===== config.mk =====
export PLATFORM = sky130hd
export DESIGN_NAME = param_alu_flat
export DESIGN_NICKNAME = d
export VERILOG_FILES = /design/src/rtl/param_alu_pkg.sv /design/src/rtl/param_alu_if.sv /design/src/rtl/param_alu_mul.sv /design/src/rtl/param_alu.sv /design/src/flat_wrapper.sv
export SDC_FILE = /design/constraint.sdc
export NUM_CORES = 1
export LEC_CHECK = 0
export ABC_AREA = 1
export CAP_MARGIN = 10
export CORE_MARGIN = 2
export CORE_UTILIZATION = 45
export CTS_BUF_LIST = sky130_fd_sc_hd__clkbuf_4
export DETAILED_ROUTE_END_ITERATION = 8
export SLEW_MARGIN = 20
export SYNTH_ARGS = -nofsm -noshare
export SYNTH_HDL_FRONTEND = slang
export SYNTH_SLANG_ARGS = --single-unit

===== constraint.sdc =====
create_clock -name clk -period 2.5 [get_ports clk]
set_input_delay 0.75 -clock clk [delete_from_list [all_inputs] [get_ports clk]]
set_output_delay 0.75 -clock clk [all_outputs]
set_load 0.01 [all_outputs]

===== src/rtl/param_alu_pkg.sv =====
// Shared types for the parameterised ALU: opcode encoding, FSM states and
// a small opcode classification helper.
package param_alu_pkg;

    localparam int OP_W = 3;

    localparam logic [OP_W-1:0] OPC_NOP   = 3'd0;
    localparam logic [OP_W-1:0] OPC_ADD   = 3'd1;
    localparam logic [OP_W-1:0] OPC_SUB   = 3'd2;
    localparam logic [OP_W-1:0] OPC_XOR   = 3'd3;
    localparam logic [OP_W-1:0] OPC_MUL   = 3'd4;
    localparam logic [OP_W-1:0] OPC_WRITE = 3'd5;
    localparam logic [OP_W-1:0] OPC_READ  = 3'd6;
    localparam logic [OP_W-1:0] OPC_RSVD  = 3'd7;

    typedef enum logic [OP_W-1:0] {
        OP_NOP   = OPC_NOP,
        OP_ADD   = OPC_ADD,
        OP_SUB   = OPC_SUB,
        OP_XOR   = OPC_XOR,
        OP_MUL   = OPC_MUL,
        OP_WRITE = OPC_WRITE,
        OP_READ  = OPC_READ,
        OP_RSVD  = OPC_RSVD
    } op_e;

    typedef enum logic [1:0] {
        ST_IDLE = 2'd0,
        ST_RUN  = 2'd1,
        ST_DONE = 2'd2
    } state_e;

    // Operations whose B operand is a register-map index rather than data.
    function automatic logic op_uses_index(input op_e op);
        return (op == OP_WRITE) || (op == OP_READ);
    endfunction

endpackage


===== src/rtl/param_alu_if.sv =====
// Request/response bundle between a requester and the ALU.
interface param_alu_if #(
    parameter int WIDTH = 8
) ();

    logic [WIDTH-1:0]   A;
    logic [WIDTH-1:0]   B;
    logic [2:0]         op;
    logic               start;
    logic               busy;
    logic               done;
    logic [2*WIDTH-1:0] result;
    logic               error;

    modport master (
        output A, B, op, start,
        input  busy, done, result, error
    );

    modport slave (
        input  A, B, op, start,
        output busy, done, result, error
    );

endinterface


===== src/rtl/param_alu_mul.sv =====
// Iterative unsigned shift-add multiplier, one multiplier bit per cycle.
// The first partial product is folded into the load cycle, so the product
// is complete WIDTH-1 edges after go and fin is raised during that cycle.
module param_alu_mul #(
    parameter int WIDTH = 8
) (
    input  logic               clk,
    input  logic               reset,
    input  logic               go,
    input  logic [WIDTH-1:0]   a,
    input  logic [WIDTH-1:0]   b,
    output logic               busy,
    output logic               fin,
    output logic [2*WIDTH-1:0] product
);

    localparam int RW    = 2 * WIDTH;
    localparam int CNT_W = $clog2(WIDTH + 1);

    logic [CNT_W-1:0] cnt;
    logic [RW-1:0]    mcand;
    logic [WIDTH-1:0] mplier;
    logic [RW-1:0]    acc;

    // Control: busy flag and remaining-step counter.
    always_ff @(posedge clk) begin
        if (reset) begin
            busy <= 1'b0;
            cnt  <= '0;
        end else if (go) begin
            busy <= 1'b1;
            cnt  <= CNT_W'(WIDTH - 1);
        end else if (busy) begin
            if (cnt == '0) begin
                busy <= 1'b0;
            end else begin
                cnt <= cnt - 1'b1;
            end
        end
    end

    // Datapath: load with bit 0 already applied, then one shift-add per cycle.
    always_ff @(posedge clk) begin
        if (go) begin
            acc    <= b[0] ? RW'(a) : '0;
            mcand  <= RW'(a) << 1;
            mplier <= b >> 1;
        end else if (busy && (cnt != '0)) begin
            if (mplier[0]) begin
                acc <= acc + mcand;
            end
            mcand  <= mcand << 1;
            mplier <= mplier >> 1;
        end
    end

    assign fin     = busy && (cnt == '0);
    assign product = acc;

endmodule


===== src/rtl/param_alu.sv =====
// Parameterised multi-cycle ALU with a small register map.
// IDLE -> RUN on accept, RUN -> DONE when the operation completes, and a
// new request may be accepted straight from DONE for back-to-back use.
module param_alu
    import param_alu_pkg::*;
#(
    parameter int WIDTH = 8,
    parameter int REGS  = 4
) (
    input  logic       clk,
    input  logic       reset,
    param_alu_if.slave bus
);

    localparam int RW    = 2 * WIDTH;
    localparam int IDX_W = (REGS > 1) ? $clog2(REGS) : 1;

    state_e           state;
    state_e           state_next;
    logic             accept;
    logic             finish;
    logic             mul_go;

    op_e              op_p0;
    logic [WIDTH-1:0] a_p0;
    logic [WIDTH-1:0] b_p0;

    logic [WIDTH-1:0] reg_map [REGS];
    logic [WIDTH-1:0] rd_data;

    logic             mul_busy;
    logic             mul_fin;
    logic [RW-1:0]    product;

    logic [RW-1:0]    res_c;
    logic             err_c;
    logic [RW-1:0]    result_q;
    logic             error_q;

    function automatic logic idx_ok(input logic [WIDTH-1:0] idx);
        return 32'(idx) < 32'(REGS);
    endfunction

    param_alu_mul #(
        .WIDTH (WIDTH)
    ) u_mul (
        .clk     (clk),
        .reset   (reset),
        .go      (mul_go),
        .a       (bus.A),
        .b       (bus.B),
        .busy    (mul_busy),
        .fin     (mul_fin),
        .product (product)
    );

    // FSM state register; reset wins over any same-edge start.
    always_ff @(posedge clk) begin
        if (reset) begin
            state <= ST_IDLE;
        end else begin
            state <= state_next;
        end
    end

    // Next-state, accept and completion decode.
    always_comb begin
        state_next = state;
        accept     = 1'b0;
        finish     = 1'b0;
        case (state)
            ST_IDLE: begin
                if (bus.start) begin
                    accept     = 1'b1;
                    state_next = ST_RUN;
                end
            end
            ST_RUN: begin
                finish = (op_p0 != OP_MUL) || (mul_busy && mul_fin);
                if (finish) begin
                    state_next = ST_DONE;
                end
            end
            ST_DONE: begin
                if (bus.start) begin
                    accept     = 1'b1;
                    state_next = ST_RUN;
                end else begin
                    state_next = ST_IDLE;
                end
            end
            default: state_next = ST_IDLE;
        endcase
        mul_go = accept && (bus.op == OPC_MUL);
    end

    // Capture the request so later input changes cannot disturb it.
    always_ff @(posedge clk) begin
        if (accept) begin
            op_p0 <= op_e'(bus.op);
            a_p0  <= bus.A;
            b_p0  <= bus.B;
        end
    end

    // Register map: cleared by reset, written on the accepting edge of WRITE.
    always_ff @(posedge clk) begin
        if (reset) begin
            for (int i = 0; i < REGS; i++) begin
                reg_map[i] <= '0;
            end
        end else if (accept && (bus.op == OPC_WRITE) && idx_ok(bus.B)) begin
            reg_map[bus.B[IDX_W-1:0]] <= bus.A;
        end
    end

    // Result and error for the operation currently in RUN.
    always_comb begin
        res_c   = '0;
        err_c   = 1'b0;
        rd_data = reg_map[b_p0[IDX_W-1:0]];
        case (op_p0)
            OP_ADD:  res_c = RW'(a_p0) + RW'(b_p0);
            OP_SUB:  res_c = RW'(a_p0) - RW'(b_p0);
            OP_XOR:  res_c = RW'(a_p0 ^ b_p0);
            OP_MUL:  res_c = product;
            OP_READ: begin
                if (idx_ok(b_p0)) begin
                    res_c = RW'(rd_data);
                end
            end
            OP_RSVD: err_c = 1'b1;
            default: res_c = '0;
        endcase
        if (op_uses_index(op_p0) && !idx_ok(b_p0)) begin
            err_c = 1'b1;
        end
    end

    // Output registers: result holds between completions, error lives only with done.
    always_ff @(posedge clk) begin
        if (reset) begin
            result_q <= '0;
            error_q  <= 1'b0;
        end else begin
            error_q <= 1'b0;
            if (finish) begin
                result_q <= res_c;
                error_q  <= err_c;
            end
        end
    end

    assign bus.busy   = (state == ST_RUN);
    assign bus.done   = (state == ST_DONE);
    assign bus.result = result_q;
    assign bus.error  = error_q;

endmodule


===== src/flat_wrapper.sv =====
// flat-port wrapper written by rule: the top's interface ports become plain ports
module param_alu_flat import param_alu_pkg::*;
#(
    parameter int WIDTH = 8,
    parameter int REGS  = 4
)
  (clk, reset, bus_A, bus_B, bus_op, bus_start, bus_busy, bus_done, bus_result, bus_error);
  param_alu_if #(.WIDTH(WIDTH)) bus_i ();
  input  logic clk;
  input  logic reset;
  input wire logic [$bits(bus_i.A)-1:0] bus_A;
  input wire logic [$bits(bus_i.B)-1:0] bus_B;
  input wire logic [$bits(bus_i.op)-1:0] bus_op;
  input wire logic [$bits(bus_i.start)-1:0] bus_start;
  output wire logic [$bits(bus_i.busy)-1:0] bus_busy;
  output wire logic [$bits(bus_i.done)-1:0] bus_done;
  output wire logic [$bits(bus_i.result)-1:0] bus_result;
  output wire logic [$bits(bus_i.error)-1:0] bus_error;
  assign bus_i.A = bus_A;
  assign bus_i.B = bus_B;
  assign bus_i.op = bus_op;
  assign bus_i.start = bus_start;
  assign bus_busy = bus_i.busy;
  assign bus_done = bus_i.done;
  assign bus_result = bus_i.result;
  assign bus_error = bus_i.error;
  param_alu #(.WIDTH(WIDTH), .REGS(REGS)) u_core (.clk(clk), .reset(reset), .bus(bus_i));
endmodule

### Supply network, run 1

Pins as bars on the die edge.
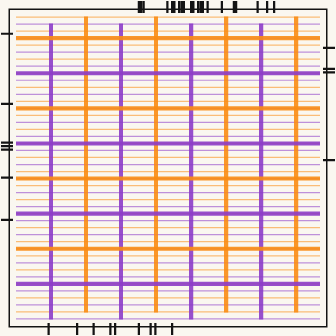
[VDD] orange
[VSS] purple
met1 rails: 44
met5 straps: 8

### Placement by cell class, run 1

Scale bar: 20 µm.
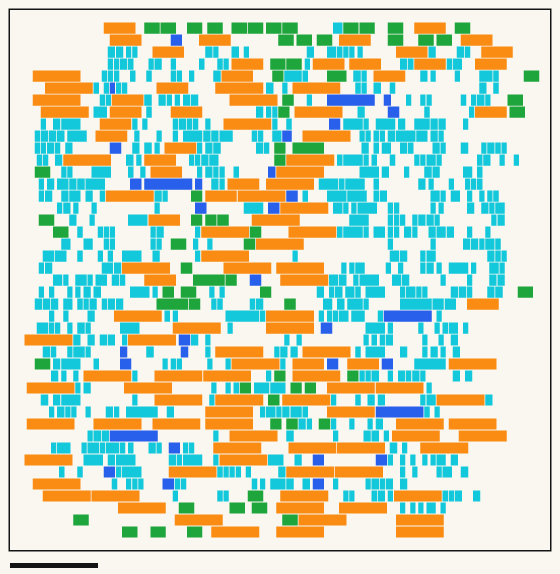
[clock drivers and dummy loads] blue | cells: 32 | share of their area: 4.7%
[other buffers and delay cells] green | cells: 69 | share of their area: 9.2%
[combinational and other logic] cyan | cells: 612 | share of their area: 43%
[flops] orange | cells: 115 | share of their area: 43%
Rows: 43
Core ar.: 13,800 µm²

==> impl_metrics.csv, run 1 <==
group,metric,value,unit
cells_and_area,clkCellAreaFrac,4.52,%
drt,m1WireLength,7400,µm
setup_path,required,1.75,ns
synth,yosysTopAreaCellShare,39.0,%
drt,post-route-drc-count,0,
cells_and_area,most-common-layout-cells,"nand2_1 (199), edfxtp_1 (82), inv_1 (74), nor2_1 (71), a21oi_1 (63)",
synth,synth-edff-count,82,
drt,routed_wl,16700,µm
setup_path,cp_num_cells,3,
cells_and_area,regMostFlops,"u_core.reg_map",
final_timing,fin_ws,0.210,ns
synth,area_leaders,"edfxtp_1 (39%), nand2_1 (12%), dfxtp_1 (10%)",
clock_network,cts-buffers-inserted,17,
outcome,status,"complete, no violations",
clock_network,cts_sinks,115,
setup_path,slowest_stage,"clkdlybuf4s50_1",
power,power.total,4.45,mW
clock_network,cts.htree.levels,4,
synth,ff_type,"edfxtp_1",
final_timing,finalHoldViolations,0,
cells_and_area,fillers,1360,
cells_and_area,largest_register_ffs,32,
setup_path,cp_num_buf_inv,2,
floorplanning,floorplan.initialDensity,45.8,%
power,p_sw,1.17,mW
### Clock network drawn from the DEF, run 1

Scale bar: 20 µm.
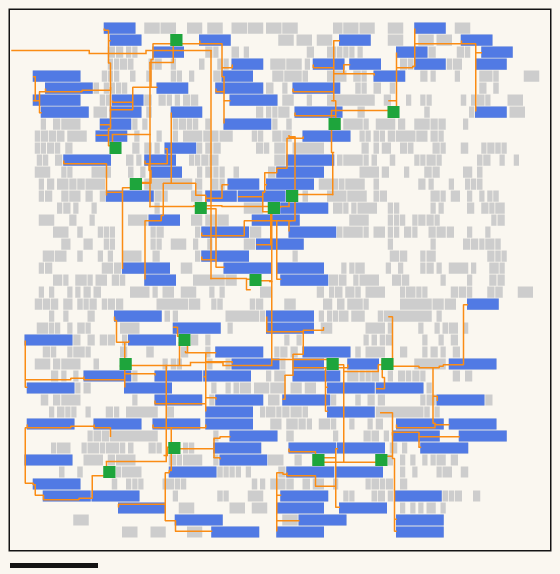
[clock wires] orange | length: 1,460 µm
[clock drivers] green | count: 17
[flip-flops] blue | count: 115
routed clock nets: 18

-- run 1: logic make-up (layout without fill, tap and decap cells) --
logic type | count (synthesis) | in the layout | synth area share (%)
compound gates | 135 | 135 | 11.7
flops | 115 | 115 | 49.5
xor+xnor | 1 | 1 | 0.139
buf+inv | 105 | 184 | 6.86
other cells | 0 | 1 | 0
simple gates | 358 | 358 | 24.5
fa+ha+maj | 35 | 35 | 7.30
-- run 1: power groups by stage --
stage,sequential [mW],combinational (mW),clock (mW)
floorplan,2.20,0.428,0
global placement,2.21,0.654,0
detailed placement,2.22,0.661,0
CTS,2.17,0.664,1.65
global route,2.18,0.746,1.74
finish,2.17,0.662,1.62
## Run 2: what changed since run 1
Settings changed: GPL_ROUTABILITY_DRIVEN from default to 1.
### Signal wires by layer, run 2

Only two layers are drawn.
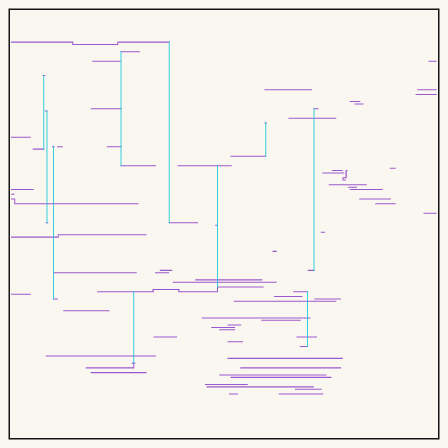
[metal 4] cyan | wire length: 307 µm
[metal 3] purple | wire length: 830 µm

==> impl_metrics.csv, run 2 <==
group,metric,value,unit
clock_network,cts-buffers-inserted,17,
power,p_seq_share,48.8,%
final_timing,finalSetupViolations,0,
clock_network,cts.htree.levels,4,
drt,post-route-drc-count,0,
cells_and_area,clkCellAreaFrac,4.52,%
floorplanning,core-area,13800,µm²
setup_path,path_cells,"inv_1 -> nor2_1 -> clkdlybuf4s50_1",
setup_path,cp_num_cells,3,
cells_and_area,antenna_cells,1,
setup_path,cp_num_buf_inv,2,
cells_and_area,flops,115,
cells_and_area,seq_share,42.1,%
grt,grt_util_met1,31.7,%
floorplanning,dieWidth,122,µm
power,p_sw,1.17,mW
synth,synthTopCellsByCount,"nand2_1 (199), edfxtp_1 (82), inv_1 (74)",
synth,synth-edff-count,82,
final_timing,fmax,437,MHz
power,power.total,4.45,mW
cells_and_area,areaGrowthSynthToFinish,17.5,%
synth,yosysTopAreaCellShare,39.0,%
grt,groute.usage.overall,23.9,%
grt,use_met3,4.79,%
final_timing,layout_min_cycle_time,2.29,ns
synth,ys_chip_area,6310,µm²
final_timing,fin_ws,0.210,ns
cells_and_area,most-common-layout-cells,"nand2_1 (199), edfxtp_1 (82), inv_1 (74), nor2_1 (71), a21oi_1 (63)",
cells_and_area,fillers,1360,
clock_network,cts_sinks,115,
final_timing,slew_headroom,59.9,%
synth,area_leaders,"edfxtp_1 (39%), nand2_1 (12%), dfxtp_1 (10%)",
cells_and_area,design_area,7410,µm²
cells_and_area,regMostFlops,"u_core.reg_map",
power,switching_share,26.3,%
setup_path,slowest_stage,"clkdlybuf4s50_1",
setup_path,critical-path-max-stage-delay,0.53,ns
setup_path,required,1.75,ns
synth,avgSynthCellArea,8.42,µm²
outcome,status,"complete, no violations",
drt,m1WireLength,7400,µm
synth,ff_type,"edfxtp_1",
cells_and_area,drive_gt1_share,10.6,%
synth,yosys_warnings,0,
floorplanning,std_cell_rows,43,
floorplanning,io_pins,41,
final_timing,finalHoldViolations,0,
cells_and_area,largest_register_ffs,32,
floorplanning,floorplan.initialDensity,45.8,%
[run 2: logic make-up after synthesis]
| kind of cell | after synthesis | share of synthesized area [%] |
|---|---|---|
| simple gates | 358 | 24.5 |
| compound gates | 135 | 11.7 |
| flops | 115 | 49.5 |
| buf+inv | 105 | 6.86 |
| fa+ha+maj | 35 | 7.30 |
| xor+xnor | 1 | 0.139 |
[run 2: power by group through the flow]
stage	sequential (mW)	clock, mW	combinational, mW
floorplan	2.20	0	0.428
global placement	2.21	0	0.654
detailed placement	2.22	0	0.661
CTS	2.17	1.65	0.664
global route	2.18	1.74	0.746
finish	2.17	1.62	0.662
[run 2: timing repair]
action	in CTS	in global routing
hold buffers	0	0
gates resized	1	1
endpoints found under the setup margin	1	1
cloned	0	0
pin swaps	0	0
Power and IR drop assume default switching activity.
